**Placed cells, one color a class**

Scale bar: 20 um.
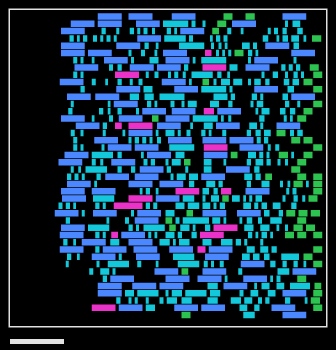
**Clock wires, drivers and flops**

Scale bar: 20 um.
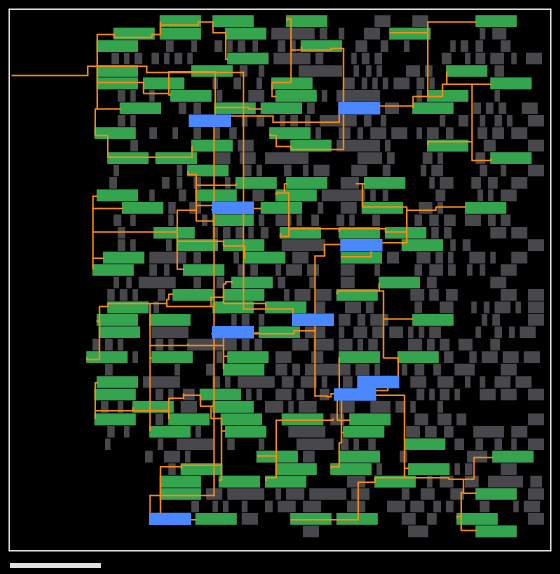
**Register map, names as in the netlist**

Scale bar: 20 um.
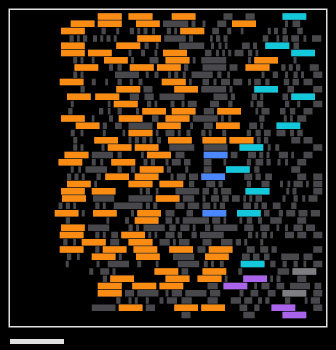
**Routing congestion map**

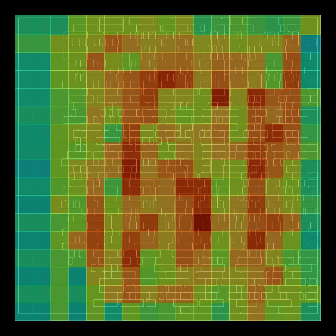
## src/rtl/pc_stack_unit.sv

```systemverilog
// pc_stack_unit - program counter with a circular hardware return stack for instruction fetch.
module pc_stack_unit #(
  parameter int                ADDR_W    = 11,
  parameter int                DEPTH     = 8,
  parameter logic [ADDR_W-1:0] RESET_VEC = '0
) (
  input  logic                       clk,
  input  logic                       reset,
  input  logic                       stall,
  input  logic [2:0]                 pc_op,
  input  logic [ADDR_W-1:0]          target,
  input  logic                       clr_err,
  output logic [ADDR_W-1:0]          pc,
  output logic [$clog2(DEPTH):0]     stack_level,
  output logic [ADDR_W-1:0]          top,
  output logic                       ovf,
  output logic                       unf
);

  localparam int SP_W  = $clog2(DEPTH);
  localparam int LVL_W = SP_W + 1;
  localparam logic [LVL_W-1:0] FULL_LVL = LVL_W'(DEPTH);

  typedef enum logic [2:0] {
    OP_HOLD   = 3'd0,
    OP_NEXT   = 3'd1,
    OP_JUMP   = 3'd2,
    OP_CALL   = 3'd3,
    OP_RETURN = 3'd4
  } op_e;

  logic [ADDR_W-1:0] r_stack [DEPTH];
  logic [ADDR_W-1:0] r_pc;
  logic [SP_W-1:0]   r_sp;
  logic [LVL_W-1:0]  r_level;
  logic              r_ovf;
  logic              r_unf;

  logic [ADDR_W-1:0] w_pc_inc;
  logic [SP_W-1:0]   w_sp_dec;
  logic [ADDR_W-1:0] w_top;

  assign w_pc_inc = r_pc + 1'b1;
  assign w_sp_dec = r_sp - 1'b1;
  assign w_top    = (r_level == '0) ? RESET_VEC : r_stack[w_sp_dec];

  always_ff @(posedge clk or negedge reset) begin
    if (!reset) begin
      r_pc    <= RESET_VEC;
      r_sp    <= '0;
      r_level <= '0;
      r_ovf   <= 1'b0;
      r_unf   <= 1'b0;
      for (int i = 0; i < DEPTH; i++) begin
        r_stack[i] <= '0;
      end
    end else begin
      // A flag event later in this block overrides the clear, so set wins.
      if (clr_err) begin
        r_ovf <= 1'b0;
        r_unf <= 1'b0;
      end
      if (!stall) begin
        case (pc_op)
          OP_HOLD: ;
          OP_JUMP: r_pc <= target;
          OP_CALL: begin
            r_stack[r_sp] <= w_pc_inc;
            r_sp          <= r_sp + 1'b1;
            r_pc          <= target;
            if (r_level == FULL_LVL) begin
              r_ovf <= 1'b1;
            end else begin
              r_level <= r_level + 1'b1;
            end
          end
          OP_RETURN: begin
            if (r_level == '0) begin
              r_pc  <= RESET_VEC;
              r_unf <= 1'b1;
            end else begin
              r_pc    <= w_top;
              r_sp    <= w_sp_dec;
              r_level <= r_level - 1'b1;
            end
          end
          default: r_pc <= w_pc_inc;
        endcase
      end
    end
  end

  assign pc          = r_pc;
  assign stack_level = r_level;
  assign top         = w_top;
  assign ovf         = r_ovf;
  assign unf         = r_unf;

endmodule

```

## config.mk

```make
export PLATFORM = sky130hd
export DESIGN_NAME = pc_stack_unit
export DESIGN_NICKNAME = d
export VERILOG_FILES = /design/src/rtl/pc_stack_unit.sv
export SDC_FILE = /design/constraint.sdc
export NUM_CORES = 1
export LEC_CHECK = 0
export CAP_MARGIN = 25
export CELL_PAD_IN_SITES_DETAIL_PLACEMENT = 1
export CELL_PAD_IN_SITES_GLOBAL_PLACEMENT = 2
export CORE_UTILIZATION = 40
export DETAILED_ROUTE_END_ITERATION = 16
export GPL_ROUTABILITY_DRIVEN = 0
export PLACE_DENSITY = 0.87
export SLEW_MARGIN = 20
export SYNTH_ARGS = -nofsm -noshare
export SYNTH_HDL_FRONTEND = slang
export SYNTH_SLANG_ARGS = --single-unit
```

## constraint.sdc

```tcl
create_clock -name clk -period 5 [get_ports clk]
set_clock_uncertainty 0.1 [all_clocks]
set_input_delay 0.75 -clock clk [delete_from_list [all_inputs] [get_ports clk]]
set_output_delay 0.75 -clock clk [all_outputs]
set_load 0.03 [all_outputs]
```

==> results.yml <==
# generated from flow reports
min_path:
  whs_path_depth: 2
  holdPathEnd: "r_stack[73]$_DFFE_PN0P_"
floorplanning:
  io_pins: 46
sta:
  max_freq_mhz: 230.1
  slew_headroom_pct: 31.77
  maxSlewViolCount: 0
  layout_min_cycle_time_ns: 4.346
  fin_ws_ns: 0.6544
  tightestPinTransition_ns: 1.016
  tns_ns: 0
worst_setup_path:
  critical_path_required_ns: 4.15
  critical-path-max-stage-delay_ns: 0.69
  rrSetupSlack_ns: 1.97
  r2r.worst_path.cells: 6
  critPathKind: "reg2out"
grt:
  grt_pass1_wl_um: 24420
logic_synthesis:
  mux_share_pct: 14.59
  syn_nets: 540
  ys_seq_share_pct: 50.17
  synthTopCellsByCount: "108 x dfrtp_1, 66 x nor2_1, 58 x nand2_1"
  synth-simple-area-share_pct: 14.73
  yosys.area.top_type: "dfrtp_1"
  synth.logic.top_family: "simple AND/OR/NAND/NOR gates"
  synth_cell_types: 52
  top_area_share_pct: 50.17
clock_tree:
  cts_setup_buffers: 0
  root_buffer: "clkbuf_16"
  cts_hold_buf: 0
  cts_tree: "done"
  clockBufferDepth: 2
cells_and_area:
  logic_area_um2: 2479
pwr:
  peakVddDrop_mv: 0.2933
outcome:
  outcome: "completed"
routing:
  wl_um: 14900
placement:
  dp_slack_ns: 1.028
-- 'placed cells, one color a class' (at the start) --
legend:
  flops:
    color: blue
    cells: 108
    share_of_their_area: 45%
  other buffers and delay cells:
    color: green
    cells: 55
    share_of_their_area: 8.6%
  clock drivers and dummy loads:
    color: magenta
    cells: 16
    share_of_their_area: 5.1%
  combinational and other logic:
    color: cyan
    cells: 374
    share_of_their_area: 42%
Util after Layout: 47.52%
Rows: 42

-- 'clock wires, drivers and flops' (at the start) --
legend:
  clock wires:
    color: orange
    length: 1340 um
  clock drivers:
    color: blue
    count: 9
  flip-flops:
    color: green
    count: 108
routed clock nets: 10
Late-Pin Clk Latency: 0.36 ns
Clock net power: 0.000743 W
power share of the clock group: 16.8%

-- 'register map, names as in the netlist' (at the start) --
legend:
  r_stack:
    color: orange
    placed_flops: 88
  pc:
    color: cyan
    placed_flops: 11
  r_sp:
    color: blue
    placed_flops: 3
  stack_level:
    color: purple
    placed_flops: 4
    where: lower right
not colored: 2
Seq area share: 43.11%
Power Sequential: 0.00151 W
register area: 2703 um^2

-- 'routing congestion map' (at the start) --
layer with the highest usage: met2
drt wl/cell: 20.44 um
met3 Use GR: 3.731%
GR met1 Demand/Resource: 31.55%

[stage by stage]
| stage | hold WS, ns | total power (W) | util [%] |
|---|---|---|---|
| floorplan | 0.3416 | 0.002955 | - |
| detailed placement | 0.3694 | 0.003682 | 45.18 |
| global placement | 0.3578 | 0.003594 | 45.18 |
| global route | 0.3998 | 0.004673 | 47.52 |
| finish | 0.3834 | 0.004414 | 47.52 |
| CTS | 0.3863 | 0.004439 | 47.52 |
[registers in the layout, summed over array words and instances, names as in the netlist]
register     count
r_stack         88
pc              11
stack_level      4
r_sp             3
ovf              1
unf              1
[report_power, final]
part	leakage, nW	switching, W	internal [W]	total [W]
clock network	0.142	0.000346	0.000397	0.000743
registers	1.37	0.000286	0.00123	0.00151
logic	1.16	0.00122	0.000942	0.00216
[layout make-up]
cell class                      count  area share [%]
Clock inverter                      7           1.337
Timing Repair Buffer               55           8.303
Tap cell                          176           3.513
Sequential cell                   108           43.11
Inverter                           10          0.5988
Clock buffer                        9           3.593
Multi-Input combinational cell    364           39.54
[layout by cell type, fill, tap and decap left out, types with 9 or more instances in the layout]
cell type          n
clkdlybuf4s50_1   43
o21ai_0           52
mux4_2            12
mux2i_1           23
clkbuf_16          9
buf_4             12
nor2_1            66
mux2_2             9
dfrtp_1          108
a21oi_1           45
inv_1             10
nand2_1           58
[how the worst max path moves through the flow]
stage	to	slack (ns)	depth (start not counted)
after floorplan	top[10]	1.78	9
after detailed placement	top[5]	1.03	7
after CTS	top[5]	0.64	7
after global placement	top[5]	1.11	7
after global routing	top[5]	0.48	7
final	top[5]	0.65	7
[routing by layer]
layer  share of wire [%]  wire [um]
met1                  46       6862
met2                  48       7134
met3                 4.6        692
met4                 1.4        213
met5                   0          0
Power is estimated from default activity; no workload was simulated.
